run_1/closeup.png
Region (174, 174) to (194, 194) um. Cells in grey, sequential cells in the stronger grey; small squares are vias.
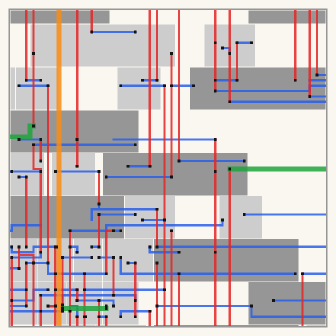
run_1/pinout.png
Bar = 50 um. Pins as bars across the die edge, other pins in grey.
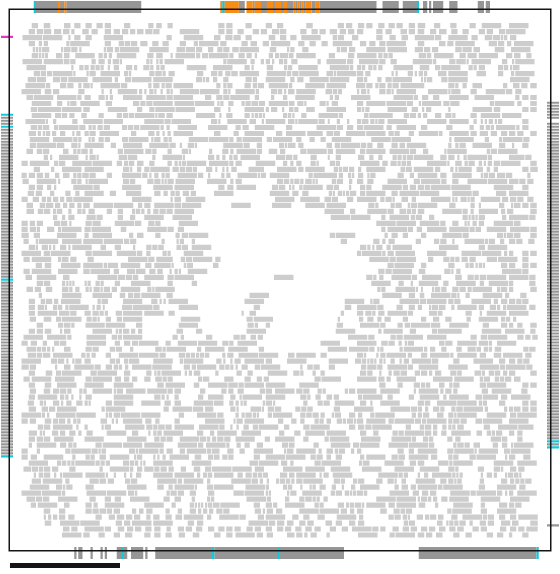
run_1/placed.png
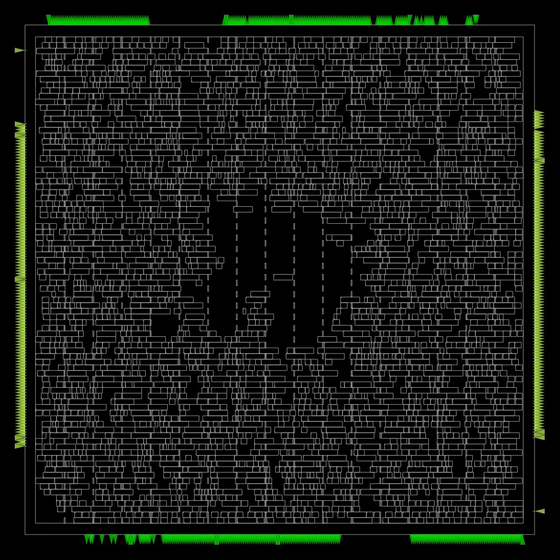
run_1/sizing.png
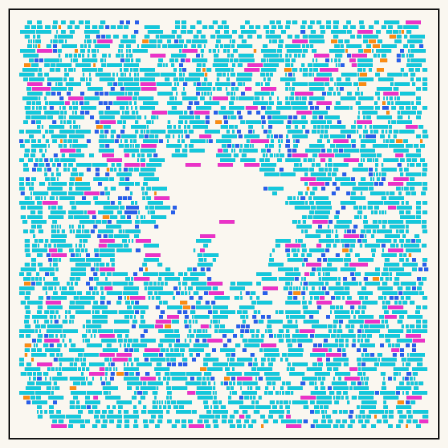
==> config.mk <==
export PLATFORM = sky130hd
export DESIGN_NAME = aurora_hls_monitor
export DESIGN_NICKNAME = d
export VERILOG_FILES = /design/src/rtl/aurora_hls_monitor.sv
export SDC_FILE = /design/constraint.sdc
export NUM_CORES = 1
export LEC_CHECK = 0
export CAP_MARGIN = 20
export CORE_MARGIN = 5
export CORE_UTILIZATION = 44
export CTS_CLUSTER_DIAMETER = 40
export CTS_CLUSTER_SIZE = 12
export DETAILED_ROUTE_END_ITERATION = 8
export PLACE_DENSITY_LB_ADDON = 0.1
export REMOVE_ABC_BUFFERS = 1
export SLEW_MARGIN = 15
export SYNTH_ARGS = -nofsm -noshare
export SYNTH_HDL_FRONTEND = slang
export SYNTH_SLANG_ARGS = --single-unit
==> constraint.sdc <==
create_clock -name clk -period 2.4 [get_ports clk]
set_input_delay 0.72 -clock clk [delete_from_list [all_inputs] [get_ports clk]]
set_output_delay 0.72 -clock clk [all_outputs]
set_load 0.05 [all_outputs]
==> results.py <==
# Generated from Yosys and OpenROAD reports
metrics = {
    "grt": {
        "grtUsageMet2": 0.367,
        "grtUsageTotal": 0.230,
        "grt_pass1_wl_mm": 111,
        "grt_overflow": 0,
        "busiest_layer": "met2",
        "antenna_found_initial": 2,
        "grt_max_degree": 95,
        "met1_usage": 0.285,
    },
    "critical_path": {
        "crit_fanout": 6,
        "crit_cells": 1,
        "start_kind": "flip-flop",
        "slowest_stage": "dlygate4sd2_1",
        "r2r_setup_slack_ns": 0.45,
        "cp_cell_sequence": "dlygate4sd2_1",
        "path_delay_family": "buffers and inverters",
        "crit_path_end_kind": "output pin",
        "r2r_cells": 4,
        "arrival_ns": 1.64,
        "crit_buf_inv": 1,
    },
    "clock_tree": {
        "cts_setup_buffers": 0,
        "cts_tree": "done",
        "cts_sinks": 544,
        "clockBufferDepth": 3,
        "clk_pin_slew_ns": 0.06,
        "cts-root-buf": "clkbuf_16",
        "htreeDepth": 3,
    },
    "route": {
        "wirelength_mm": 70.7,
        "viasPerCell": 5.30,
        "drt_first_pass_iters": 4,
        "ant_nets": 0,
        "drt_iter0_drc": 829,
        "drc": 0,
        "routedWlPerCell_um": 19.5,
    },
    "timing": {
        "drv_slew": 0,
        "tightest_slew_ns": 0.655,
        "fin_crit_sh": 0.981,
        "rsz0062_at_grt": "false",
        "max_freq_mhz": 425,
        "setup_viol": 0,
        "final_hold_viol_count": 0,
        "fin_crit_ns": 2.36,
        "fin_skew_ns": 0.0289,
    },
    "die": {
        "coreArea_um2": 54900,
        "chipArea_um2": 60100,
    },
    "logic_synthesis": {
        "netlist_instances": 2129,
        "synth_top_cell_by_count": "dfrtp_1",
        "synthFlopType": "dfrtp_1",
        "syn_avg_cell_area_um2": 11.4,
        "ys_sh_xor": 0.190,
        "topCellsByArea": "dfrtp_1 (56%), xnor2_1 (13%), xor2_1 (6.0%)",
        "adder_share": 0.00875,
        "ys_cells": 2129,
        "yosysUniqueCellTypes": 33,
        "synth_flops": 544,
        "synth_area_um2": 24300,
        "ys_seq_frac": 0.560,
        "ys_area_um2": 24300,
        "top_cells_by_count": "dfrtp_1 (544), xnor2_1 (361), nand4_1 (167)",
        "yosys.area.top_type_share": 0.560,
        "ys_sh_mux": 0.00787,
        "yosys.area.top_type": "dfrtp_1",
        "edf_count": 0,
    },
    "placement": {
        "dp.cells": 3457,
        "place.gp.congestion": 0.892,
    },
    "power_and_ir_drop": {
        "leakagePower_nw": 16.7,
        "powerDensity_nw_per_um2": 925,
    },
    "outcome": {
        "status": "completed",
    },
    "final_layout": {
        "drive_above_1_share": 0.185,
        "final_cell_count_no_fill": 3620,
    },
    "worst_hold_path": {
        "hold_path.class": "input pin to async pin",
    },
}
Notes on closeup.png above:
Orange marks M4. Red marks M2. Green marks M3. Blue marks M1.
Most frequent: dfrtp_1 (6), xnor2_1 (4), buf_4 (4). 22 logic cells have their middle in the window. Sequential cells in the window: 6.

Notes on pinout.png above:
Orange marks gt_not_ready_1_count, pins 32, direction output, edge top. Magenta marks clk, pins 1, direction input, edge left. Cyan marks aurora_status, pins 13, direction input, edge 4 left, 4 bottom, 3 top, 2 right.
die height: 245 um
Die Wd: 245 um
PortBufs: 563

Notes on placed.png above:
Fillers: 4645
flop share of the area: 0.406
final core utilization: 0.611

Notes on sizing.png above:
Orange marks x2, cells 55, most used mux2_2. Blue marks x3 and x4, cells 354, most used buf_4. Magenta marks x6 and larger, cells 131, most used clkbuf_16. Cyan marks x1 and smaller, cells 2375, most used dfrtp_1.
Final Cell Area: 33500 um2
setup slack after layout: 0.0449 ns
Area growth, synth to finish: 38.0%
number of non-clock buffers in the layout: 671

==> run 1: power by group <==
group | switching, mW | internal (mW)
clock network | 4.69 | 7.78
registers | 1.34 | 10.1
logic | 4.94 | 2.14
==> run 1: metrics by stage <==
step,instance area [um2],setup WS (ns),total power [mW],TNS (ns)
after global routing,33500,0.000552,32.4,0
final,33500,0.0449,31.0,0
after global placement,31000,-0.0967,19.0,-0.535
after floorplan,24100,-0.0930,16.1,-0.871
after detailed placement,31000,-0.131,19.2,-1.18
after CTS,33600,0.000531,31.4,0
==> run 1: routing by layer <==
metal | part of all wire | wire length, um | up-vias
met5 | 0.00018 | 13 | -
met1 | 0.40 | 28100 | 9516
met2 | 0.47 | 33300 | 542
li1 | - | - | 8981
met4 | 0.045 | 3190 | 2
met3 | 0.086 | 6080 | 135
==> run 1: cell type report <==
class	instances	area, um2
Timing Repair Buffer	671	5560
Fill cell	4645	21300
Clock buffer	104	2390
Antenna cell	1	2.50
Sequential cell	544	13600
Multi-Input combinational cell	1483	10300
Clock inverter	58	564
Tap cell	704	881
Inverter	55	206
==> run 1: cells in the final DEF (no fill, tap or decap), drive strengths merged <==
cell type	instances
dfrtp	544
xnor2	361
buf	334
dlygate4sd2	294
nand4	167
nand3	167
xor2	166
nand2	144
clkbuf	113
and3	80
nor3	79
nor4	76
inv	73
nor2	69
and4	57
nand4b	26
clkinv	24
clkdlybuf4s50	18
mux2	17
and2	17
ha	17
clkdlybuf4s15	16
clkinvlp	11
nand2b	10
or3	7
and4b	6
or4	6
bufinv	5
or2	4
nor2b	3
nand3b	2
diode	1
and3b	1
nand4bb	1
==> run 1: timing repair <==
action                                  CTS  global route
pin swaps                                 0             0
hold buffers                              0             0
endpoints found under the setup margin  319            22
gates resized                           329            25
No activity file was given, so power comes from the tool's default toggle rates.
